[config.mk]
export PLATFORM = sky130hd
export DESIGN_NAME = bus_cycle_controller
export DESIGN_NICKNAME = d
export VERILOG_FILES = /design/src/rtl/bus_ctrl_pkg.sv /design/src/rtl/wait_counter.sv /design/src/rtl/bus_cycle_controller.sv
export SDC_FILE = /design/constraint.sdc
export NUM_CORES = 1
export LEC_CHECK = 0
export CAP_MARGIN = 20
export CORE_UTILIZATION = 46
export CTS_BUF_LIST = sky130_fd_sc_hd__clkbuf_16
export DETAILED_ROUTE_END_ITERATION = 7
export HOLD_SLACK_MARGIN = 0.05
export PLACE_DENSITY_LB_ADDON = 0.1
export SYNTH_ARGS = -nofsm -noshare
export SYNTH_HDL_FRONTEND = slang
export SYNTH_SLANG_ARGS = --single-unit
[constraint.sdc]
create_clock -name Clk -period 1.8 [get_ports Clk]
set_input_delay 0.27 -clock Clk [delete_from_list [all_inputs] [get_ports Clk]]
set_output_delay 0.27 -clock Clk [all_outputs]
set_load 0.005 [all_outputs]
[src/rtl/bus_ctrl_pkg.sv]
// rtl/bus_ctrl_pkg.sv - shared states, regions and default timings for the bus cycle controller
package bus_ctrl_pkg;

  localparam int DEF_CNT_W    = 8;
  localparam int DEF_ROM_WAIT = 1;
  localparam int DEF_RAM_WAIT = 1;
  localparam int DEF_IO_WAIT  = 4;
  localparam int DEF_TIMEOUT  = 200;

  typedef enum logic [2:0] {
    S_IDLE,
    S_WAIT,
    S_EXT,
    S_ACK,
    S_ERR
  } bus_state_e;

  typedef enum logic [2:0] {
    R_ROM,
    R_RAM,
    R_IO,
    R_DRAM,
    R_CAN,
    R_NONE
  } region_e;

  // Fixed decode priority ROM > RAM > IO > DRAM > CAN
  function automatic region_e decode_region(input logic rom, input logic ram, input logic io,
                                            input logic dram, input logic can);
    if (rom)  return R_ROM;
    if (ram)  return R_RAM;
    if (io)   return R_IO;
    if (dram) return R_DRAM;
    if (can)  return R_CAN;
    return R_NONE;
  endfunction

endpackage

[src/rtl/wait_counter.sv]
// rtl/wait_counter.sv - loadable saturating down-counter with zero flag
module wait_counter #(
  parameter int CNT_W = 8
) (
  input  logic             clk_i,
  input  logic             rst_h_i,
  input  logic             load_i,
  input  logic [CNT_W-1:0] load_val_i,
  input  logic             dec_i,
  output logic             zero_o
);

  logic [CNT_W-1:0] cnt_q;

  always_ff @(posedge clk_i) begin
    if (rst_h_i) begin
      cnt_q <= '0;
    end else if (load_i) begin
      cnt_q <= load_val_i;
    end else if (dec_i && (cnt_q != '0)) begin
      cnt_q <= cnt_q - 1'b1;
    end
  end

  assign zero_o = (cnt_q == '0);

endmodule

[src/rtl/bus_cycle_controller.sv]
// rtl/bus_cycle_controller.sv - 68000 DTACK/BERR sequencer; BUS_TIMEOUT_EN enables BERR timeouts
import bus_ctrl_pkg::*;

module bus_cycle_controller #(
  parameter int ROM_WAIT = DEF_ROM_WAIT,
  parameter int RAM_WAIT = DEF_RAM_WAIT,
  parameter int IO_WAIT  = DEF_IO_WAIT,
  parameter int TIMEOUT  = DEF_TIMEOUT,
  parameter int CNT_W    = DEF_CNT_W
) (
  input  logic Clk,
  input  logic Reset_H,
  input  logic AS_L,
  input  logic OnChipRomSelect_H,
  input  logic OnChipRamSelect_H,
  input  logic IOSelect_H,
  input  logic DramSelect_H,
  input  logic CanBusSelect_H,
  input  logic DramReady_H,
  input  logic CanReady_H,
  output logic DTACK_L,
  output logic BERR_L,
  output logic Busy_H
);

  localparam logic [CNT_W-1:0] ROM_LOAD = CNT_W'(ROM_WAIT);
  localparam logic [CNT_W-1:0] RAM_LOAD = CNT_W'(RAM_WAIT);
  localparam logic [CNT_W-1:0] IO_LOAD  = CNT_W'(IO_WAIT);
  localparam logic [CNT_W-1:0] TMO_LOAD = CNT_W'(TIMEOUT);

  bus_state_e       state_q, state_d;
  region_e          region_q, region_d;
  region_e          region_start;
  logic             cnt_load;
  logic [CNT_W-1:0] cnt_load_val;
  logic             cnt_dec;
  logic             cnt_zero;
  logic             ext_ready;
  logic             dtack_q;

  assign region_start = decode_region(OnChipRomSelect_H, OnChipRamSelect_H, IOSelect_H,
                                      DramSelect_H, CanBusSelect_H);

  // Unmapped cycles (R_NONE) see ready stuck at 0
  assign ext_ready = ((region_q == R_DRAM) && DramReady_H) ||
                     ((region_q == R_CAN)  && CanReady_H);

`ifdef BUS_TIMEOUT_EN
  assign cnt_dec = (state_q == S_WAIT) || (state_q == S_EXT);
`else
  assign cnt_dec = (state_q == S_WAIT);
`endif

  always_comb begin
    state_d      = state_q;
    region_d     = region_q;
    cnt_load     = 1'b0;
    cnt_load_val = '0;
    case (state_q)
      S_IDLE: begin
        if (!AS_L) begin
          cnt_load = 1'b1;
          region_d = region_start;
          state_d  = S_WAIT;
          case (region_start)
            R_ROM:   cnt_load_val = ROM_LOAD;
            R_RAM:   cnt_load_val = RAM_LOAD;
            R_IO:    cnt_load_val = IO_LOAD;
            default: begin
              cnt_load_val = TMO_LOAD;
              state_d      = S_EXT;
            end
          endcase
        end
      end
      S_WAIT: begin
        if (AS_L)          state_d = S_IDLE;
        else if (cnt_zero) state_d = S_ACK;
      end
      S_EXT: begin
        if (AS_L)           state_d = S_IDLE;
        else if (ext_ready) state_d = S_ACK;
`ifdef BUS_TIMEOUT_EN
        else if (cnt_zero)  state_d = S_ERR;
`endif
      end
      S_ACK, S_ERR: begin
        if (AS_L) state_d = S_IDLE;
      end
      default: state_d = S_IDLE;
    endcase
  end

  always_ff @(posedge Clk) begin
    if (Reset_H) begin
      state_q  <= S_IDLE;
      region_q <= R_NONE;
      dtack_q  <= 1'b1;
    end else begin
      state_q  <= state_d;
      region_q <= region_d;
      dtack_q  <= (state_d != S_ACK);
    end
  end

`ifdef BUS_TIMEOUT_EN
  logic berr_q;

  always_ff @(posedge Clk) begin
    if (Reset_H) berr_q <= 1'b1;
    else         berr_q <= (state_d != S_ERR);
  end

  assign BERR_L = berr_q;
`else
  assign BERR_L = 1'b1;
`endif

  assign DTACK_L = dtack_q;
  assign Busy_H  = (state_q != S_IDLE);

  wait_counter #(
    .CNT_W(CNT_W)
  ) u_wait_counter (
    .clk_i     (Clk),
    .rst_h_i   (Reset_H),
    .load_i    (cnt_load),
    .load_val_i(cnt_load_val),
    .dec_i     (cnt_dec),
    .zero_o    (cnt_zero)
  );

endmodule

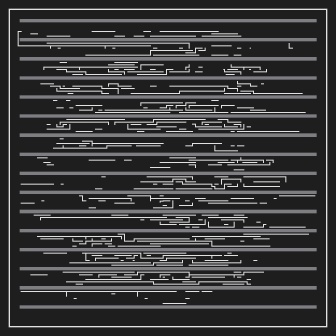
*Signal wires on met1*
Supply wires on this layer in grey.
126 nets have wire on it. The layer holds 48% of the routed length. The layer carries 1030 um of wire.

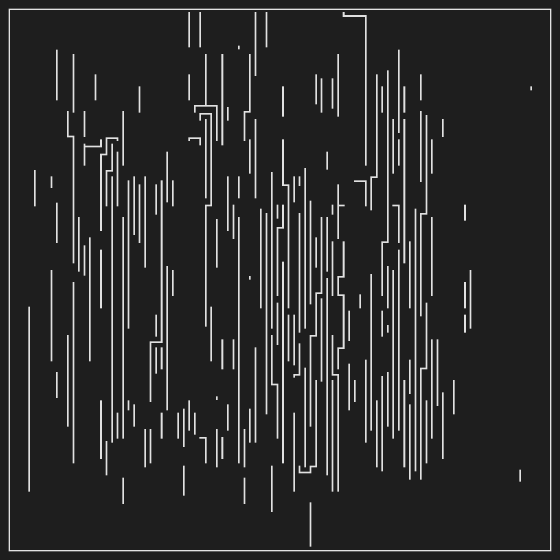
*The metal 2 layer*
The wires run mostly vertical. The layer holds 47% of the routed length. The layer carries 996 um of wire. 118 nets have wire on it.
met2 GRT Util: 33.0%
vias: 838
routed wire length: 2.12 mm

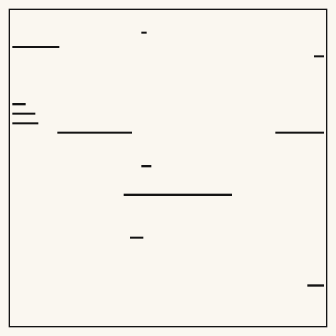
*Signal wires on met3*
The wires run mostly horizontal. The layer holds 2.5% of the routed length. The longest straight run is 15.2 um.
met3 Use GR: 3.60%

==> deck_impl_summary.md <==
Flow Results at a Glance

Final timing
  – Max-slew violations: 0
  – # setup viols final: 0

Synth
  – Seq share, synth: 35.2%
  – Synthesized Nets: 114
  – Aoi share: 26.9%

Layout
  – Combinational share of cell area: 45.0%
  – Most instantiated logic cells after routing: buf_4, nor2_1, dfxtp_1

Setup path
  – Reg2reg path depth: 6
  – Startpoint Class: register
  – Crit path DRT: 1.96 ns

Power
  – Pwr Density: 979 nW/um2
  – Peak supply drop: 0.634 mV
  – Sw power: 0.332 mW

Clock tree
  – CTS Buffer Depth: 2
  – Clock Latency Late Sink: 0.24 ns
  – CTS Hold Bufs: 0
  – Clk sinks: 15

Global route
  – Vias in the first global route: 765

Route
  – Starting DRC count in detailed routing: 13

Outcome
  – Status: completed
## power by group through the flow
| stage | sequential (mW) | clock, mW | combinational, mW |
|---|---|---|---|
| after floorplan | 0.391 | 0 | 0.195 |
| after global placement | 0.397 | 0 | 0.308 |
| after detailed placement | 0.397 | 0 | 0.314 |
| after CTS | 0.392 | 0.430 | 0.320 |
| after global routing | 0.400 | 0.449 | 0.388 |
| final | 0.398 | 0.421 | 0.355 |
## worst max-delay path: stages, from the launching register on
cell	delay (ns)
dfxtp_1	0.31
or4_4	0.55
buf_4	0.18
o211ai_2	0.17
buf_4	0.16
a21oi_2	0.04
o32ai_1	0.25
## metal layers
metal	wire [um]	vias to the layer above	GRT usage, %
li1	-	438	-
met1	1030	383	33.0
met2	996	12	33.0
met3	52	5	3.60
met4	41	0	13.3
met5	0	-	0
Power is estimated from default activity; no workload was simulated.
